<file path="config.mk">
export PLATFORM = sky130hd
export DESIGN_NAME = uart_tx_buffered
export DESIGN_NICKNAME = d
export VERILOG_FILES = /design/src/rtl/uart_pkg.sv /design/src/rtl/uart_tx_fifo.sv /design/src/rtl/uart_tx_buffered.sv
export SDC_FILE = /design/constraint.sdc
export NUM_CORES = 1
export LEC_CHECK = 0
export CAP_MARGIN = 40
export CORE_AREA = 2 2 95 97
export CTS_BUF_LIST = sky130_fd_sc_hd__clkbuf_4 sky130_fd_sc_hd__clkbuf_8
export CTS_CLUSTER_DIAMETER = 80
export DETAILED_ROUTE_END_ITERATION = 8
export DIE_AREA = 0 0 97 99
export GPL_ROUTABILITY_DRIVEN = 0
export PLACE_DENSITY = 0.52
export SYNTH_ARGS = -nofsm -noshare
export SYNTH_HDL_FRONTEND = slang
export SYNTH_SLANG_ARGS = --single-unit
export TNS_END_PERCENT = 1
</file>
<file path="constraint.sdc">
create_clock -name clk -period 3.4 [get_ports clk]
set_clock_uncertainty 0.2 [all_clocks]
set_input_delay 1.02 -clock clk [delete_from_list [all_inputs] [get_ports clk]]
set_output_delay 1.02 -clock clk [all_outputs]
set_load 0.1 [all_outputs]
</file>
<file path="src/rtl/uart_pkg.sv">
`default_nettype none
// ============================================================================
// Module   : uart_pkg
// Brief    : Shared UART frame constants, TX state encoding and helpers.
// Revision : 1.0 - initial release
// ============================================================================
package uart_pkg;

  typedef enum logic [2:0] {
    IDLE   = 3'd0,
    START  = 3'd1,
    DATA   = 3'd2,
    PARITY = 3'd3,
    STOP   = 3'd4
  } uart_tx_state_t;

  localparam int unsigned c_data_bits = 8;

  function automatic int unsigned clks_per_bit(input int unsigned clk_hz,
                                               input int unsigned baud);
    return clk_hz / baud;
  endfunction

  // Guarded so an illegal ratio still yields a legal vector width for the error report.
  function automatic int unsigned baud_cnt_width(input int unsigned clks);
    return (clks <= 2) ? 1 : $clog2(clks);
  endfunction

  function automatic logic parity_bit(input logic [7:0] data, input logic odd);
    return (^data) ^ odd;
  endfunction

endpackage
`default_nettype wire

</file>
<file path="src/rtl/uart_tx_fifo.sv">
`default_nettype none
// ============================================================================
// Module   : uart_tx_fifo
// Brief    : Synchronous byte FIFO; full/empty derived from the occupancy count.
// Revision : 1.0 - initial release
// ============================================================================
module uart_tx_fifo #(
  parameter int unsigned DEPTH = 4
) (
  input  logic                           clk,
  input  logic                           rst_n,
  input  logic                           push,
  input  logic                           pop,
  input  logic [7:0]                     wr_data,
  output logic [7:0]                     rd_data,
  output logic                           full,
  output logic                           empty,
  output logic [$clog2(DEPTH+1)-1:0]     count
);

  localparam int unsigned c_ptr_w = (DEPTH > 1) ? $clog2(DEPTH) : 1;
  localparam int unsigned c_cnt_w = $clog2(DEPTH + 1);

  logic [7:0]         r_mem [DEPTH];
  logic [c_ptr_w-1:0] r_wr_ptr;
  logic [c_ptr_w-1:0] r_rd_ptr;
  logic [c_cnt_w-1:0] r_count;
  logic               w_do_push;
  logic               w_do_pop;

  assign full      = (r_count == c_cnt_w'(DEPTH));
  assign empty     = (r_count == '0);
  assign count     = r_count;
  assign rd_data   = r_mem[r_rd_ptr];
  assign w_do_push = push && !full;
  assign w_do_pop  = pop && !empty;

  always_ff @(posedge clk) begin
    if (w_do_push) begin
      r_mem[r_wr_ptr] <= wr_data;
    end
  end

  always_ff @(posedge clk or negedge rst_n) begin
    if (!rst_n) begin
      r_wr_ptr <= '0;
      r_rd_ptr <= '0;
      r_count  <= '0;
    end else begin
      if (w_do_push) r_wr_ptr <= c_ptr_w'(r_wr_ptr + 1'b1);
      if (w_do_pop)  r_rd_ptr <= c_ptr_w'(r_rd_ptr + 1'b1);
      case ({w_do_push, w_do_pop})
        2'b10:   r_count <= c_cnt_w'(r_count + 1'b1);
        2'b01:   r_count <= c_cnt_w'(r_count - 1'b1);
        default: r_count <= r_count;
      endcase
    end
  end

endmodule
`default_nettype wire

</file>
<file path="src/rtl/uart_tx_buffered.sv">
`default_nettype none
// ============================================================================
// Module   : uart_tx_buffered
// Brief    : Buffered 8N1 UART transmitter with optional parity bit.
// Revision : 1.0 - initial release
// ============================================================================
module uart_tx_buffered
  import uart_pkg::*;
#(
  parameter int unsigned CLK_HZ     = 10_000_000,
  parameter int unsigned BAUD       = 9600,
  parameter int unsigned FIFO_DEPTH = 4,
  parameter bit          PARITY_EN  = 1'b0,
  parameter bit          PARITY_ODD = 1'b0
) (
  input  logic                              clk,
  input  logic                              rst_n,
  input  logic                              ena,
  input  logic [7:0]                        tx_data,
  input  logic                              tx_valid,
  output logic                              tx_ready,
  output logic                              tx,
  output logic                              busy,
  output logic [$clog2(FIFO_DEPTH+1)-1:0]   fifo_count
);

  localparam int unsigned    c_clks_per_bit = clks_per_bit(CLK_HZ, BAUD);
  localparam int unsigned    c_cnt_w        = baud_cnt_width(c_clks_per_bit);
  localparam logic [c_cnt_w-1:0] c_baud_reload = c_cnt_w'(c_clks_per_bit - 1);
  localparam logic [2:0]     c_last_bit     = 3'(c_data_bits - 1);

  if (c_clks_per_bit < 2) begin : g_bad_baud
    $error("uart_tx_buffered: CLK_HZ/BAUD must be at least 2");
  end
  if ((FIFO_DEPTH < 2) || ((FIFO_DEPTH & (FIFO_DEPTH - 1)) != 0)) begin : g_bad_depth
    $error("uart_tx_buffered: FIFO_DEPTH must be a power of two >= 2");
  end

  uart_tx_state_t     r_state;
  uart_tx_state_t     w_state_nxt;
  logic [c_cnt_w-1:0] r_baud_cnt;
  logic [c_cnt_w-1:0] w_cnt_nxt;
  logic [2:0]         r_bit_idx;
  logic [2:0]         w_idx_nxt;
  logic [7:0]         r_shift;
  logic [7:0]         w_shift_nxt;
  logic               r_parity;
  logic               w_par_nxt;
  logic               r_tx;
  logic               w_tx_nxt;
  logic               w_pop;
  logic               w_expire;
  logic               w_can_start;
  logic [7:0]         w_rd_data;
  logic               w_full;
  logic               w_empty;

  uart_tx_fifo #(
    .DEPTH (FIFO_DEPTH)
  ) u_fifo (
    .clk     (clk),
    .rst_n   (rst_n),
    .push    (tx_valid),
    .pop     (w_pop),
    .wr_data (tx_data),
    .rd_data (w_rd_data),
    .full    (w_full),
    .empty   (w_empty),
    .count   (fifo_count)
  );

  assign tx_ready    = !w_full;
  assign tx          = r_tx;
  assign busy        = (r_state != IDLE) || (fifo_count != '0);
  assign w_expire    = (r_baud_cnt == '0);
  assign w_can_start = !w_empty && ena;

  always_ff @(posedge clk or negedge rst_n) begin
    if (!rst_n) begin
      r_state    <= IDLE;
      r_baud_cnt <= c_baud_reload;
      r_bit_idx  <= '0;
      r_shift    <= '0;
      r_parity   <= 1'b0;
      r_tx       <= 1'b1;
    end else begin
      r_state    <= w_state_nxt;
      r_baud_cnt <= w_cnt_nxt;
      r_bit_idx  <= w_idx_nxt;
      r_shift    <= w_shift_nxt;
      r_parity   <= w_par_nxt;
      r_tx       <= w_tx_nxt;
    end
  end

  always_comb begin
    w_state_nxt = r_state;
    w_cnt_nxt   = w_expire ? c_baud_reload : c_cnt_w'(r_baud_cnt - 1'b1);
    w_idx_nxt   = r_bit_idx;
    w_shift_nxt = r_shift;
    w_par_nxt   = r_parity;
    w_pop       = 1'b0;
    w_tx_nxt    = 1'b1;

    case (r_state)
      IDLE: begin
        w_cnt_nxt = c_baud_reload;
        if (w_can_start) begin
          w_pop       = 1'b1;
          w_state_nxt = START;
          w_shift_nxt = w_rd_data;
          w_par_nxt   = parity_bit(w_rd_data, PARITY_ODD);
        end
      end
      START: begin
        if (w_expire) begin
          w_state_nxt = DATA;
          w_idx_nxt   = '0;
        end
      end
      DATA: begin
        if (w_expire) begin
          if (r_bit_idx == c_last_bit) begin
            w_state_nxt = PARITY_EN ? PARITY : STOP;
          end else begin
            w_idx_nxt   = r_bit_idx + 3'd1;
            w_shift_nxt = {1'b0, r_shift[7:1]};
          end
        end
      end
      PARITY: begin
        if (w_expire) w_state_nxt = STOP;
      end
      STOP: begin
        // Chain straight into the next start bit so queued bytes leave no idle gap.
        if (w_expire) begin
          if (w_can_start) begin
            w_pop       = 1'b1;
            w_state_nxt = START;
            w_shift_nxt = w_rd_data;
            w_par_nxt   = parity_bit(w_rd_data, PARITY_ODD);
          end else begin
            w_state_nxt = IDLE;
          end
        end
      end
      default: w_state_nxt = IDLE;
    endcase

    case (w_state_nxt)
      START:   w_tx_nxt = 1'b0;
      DATA:    w_tx_nxt = w_shift_nxt[0];
      PARITY:  w_tx_nxt = w_par_nxt;
      default: w_tx_nxt = 1'b1;
    endcase
  end

endmodule
`default_nettype wire

</file>
**Clock network drawn from the DEF**

Scale: 4 px per um.
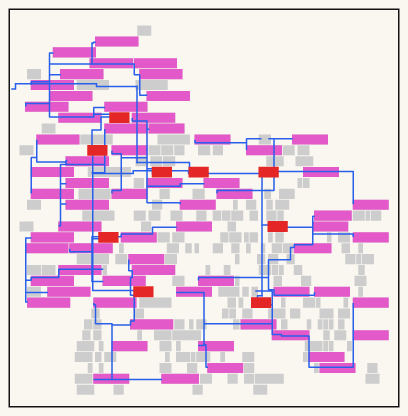
[clock drivers] red | count: 9
[clock wires] blue | length: 877 um
[flip-flops] magenta | count: 66
routed clock nets	10
Power Clock: 0.645 mW
clock network fraction of design power: 0.218

==> run_results.csv <==
group,metric,value,unit
worst_setup_path,worstRegToRegCells,10,
layout,num_antenna_cells,0,
synthesis,ff_type,"edfxtp_1",
final_timing,slew_headroom,0.5838,
place,place_hpwl,3593,um
worst_setup_path,critPathLaunch,"r_state[1]$_DFF_PN0_",
min_path,hold-path-endpoint,"r_bit_idx[0]$_DFFE_PN0P_",
place,placed_cells,342,
worst_setup_path,path_cells,"or3_1 > or4_1 > buf_12",
pwr,combPwrFrac,0.341,
worst_setup_path,required,2180,ps
synthesis,ys_warn_count,0,
final_timing,max_freq,313.7,MHz
synthesis,fp_nets,240,
run,warning_count,29,
grt,gr-usage-all-layers,0.1209,
die,die_height,99,um
worst_setup_path,end_kind,"primary output",
layout,reg_top3,"u_fifo.r_mem: 32 flops, r_baud_cnt: 11 flops, r_shift: 8 flops",
run_status,status,"finished clean",
synthesis,yosysTopAreaCellShare,0.3246,
place,portBuffers,17,
final_timing,setup_ws,211.9,ps
grt,antenna_found_initial,0,
cts,clkTransAtPathRegs,70,ps
pwr,power_leader,"registers",
worst_setup_path,cpPeakStageDelay,480,ps
pwr,swShare,0.3635,
synthesis,top_logic_kind,"simple AND/OR/NAND/NOR gates",
grt,grt-ovfl-total,0,
pwr,p_int,1.884,mW
place,dpl_worst_slack,248.8,ps
final_timing,finalHoldViolCount,0,
synthesis,ys_cells,219,
cts,cts_buffers,9,
layout,regArea,1817,um2
cts,post-cts-setup-buffers,0,
synthesis,edf_count,32,
worst_setup_path,critPathLaunchType,"flop",
cts,cts_resized,0,
run,cap_viol_max_count,0,
drt,ant_nets,0,
pwr,powerSeq,1.31,mW
pwr,p_seq_frac,0.441,
min_path,whs_path_depth,1,
layout,fill_cells,834,
worst_setup_path,ff2ff_setup_slack,430,ps
synthesis,ys_ff,66,
die,core-area,8551,um2
synthesis,avgSynthCellArea,13.52,um2
worst_setup_path,path_buffers,1,
final_timing,rsz0062_at_grt,"no",
cts,numClockSinks,66,
cts,cts_tree,"done",
die,io_pins,18,
drt,vias,1729,
worst_setup_path,cpMaxStageDelayCell,"or3_1",
pwr,p_per_area,851.5,nW/um2
min_path,hp-start,"r_bit_idx[0]$_DFFE_PN0P_",
worst_setup_path,timing.rr.end,"u_fifo.count[2]$_DFFE_PN0P_",
**Gate families picked out**

Scale: 6 px per um.
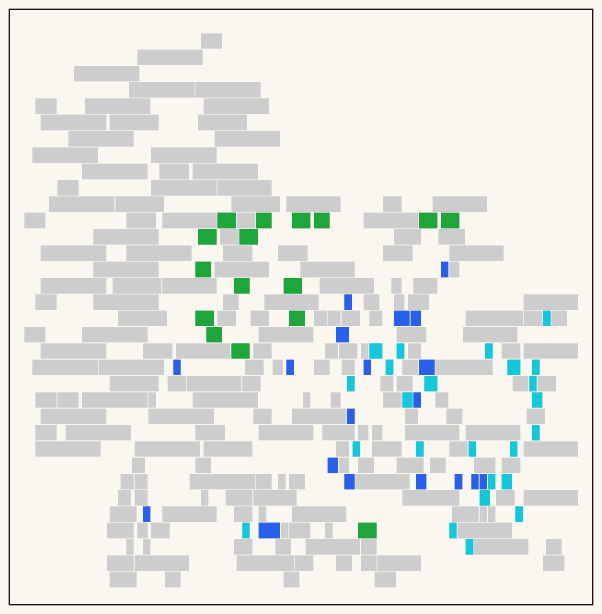
family	colour	cells
NOR gates	cyan	24
NAND gates	blue	19
AND-OR and OR-AND gates	green	16
Non-Filler Instances: 358
combinational share of cell area: 0.3077
most frequent logic cell in the layout: edfxtp_1

## per-stage QoR
step / total power, mW / hold slack (ps) / cell area (um2) / util
3_3_place_gp: 2.342 / 260.7 / 3283 / 0.3840
2_1_floorplan: 2.119 / 249.5 / 2967 / -
6_report: 2.961 / 281.6 / 3477 / 0.4066
5_1_grt: 3.174 / 308.3 / 3477 / 0.4066
3_5_place_dp: 2.354 / 269.3 / 3283 / 0.3840
4_1_cts: 3.011 / 286.2 / 3477 / 0.4066
## final cells by class
class,count,share of cell area
inverters,11,0.01187
flip-flops and latches,66,0.5225
multi-input cells,133,0.3077
clock buffers,9,0.03562
repair buffers,24,0.06333
well taps,108,0.03886
clock inverters,7,0.02015
## layout by cell type, fill, tap and decap left out, drive strengths merged, types with 6 or more instances in the layout
master and count:
edfxtp 32, nand2 11, a21o 6, buf 13, a22o 9, nor2 17, dfrtp 31, xnor2 17
mux4 8, clkdlybuf4s50 11, and3 6, clkbuf 9, inv 11, ha 8
## worst register-to-register path, cell delays in order, from the launching register on
cell and delay (ps):
dfrtp_1 420, or4_1 690, o31ai_2 330, nand3_1 160
inv_2 80, ha_1 180, inv_1 60, fa_1 370
xor2_1 150, nor2_1 110, xor2_1 140
## metal layers
metal / routed length (um) / up-vias / track usage
met2: 2541 / 21 / 0.2009
met3: 169 / 9 / 0.03333
met5: 0 / - / 0
met1: 2438 / 847 / 0.1517
li1: - / 852 / -
met4: 84 / 0 / 0.04550
## cell families after synthesis
logic type,after synthesis
xor+xnor,20
buf+inv,20
fa+ha+maj,9
mux,10
compound gates,32
flops,66
simple gates,62
Power is estimated from default activity; no workload was simulated.
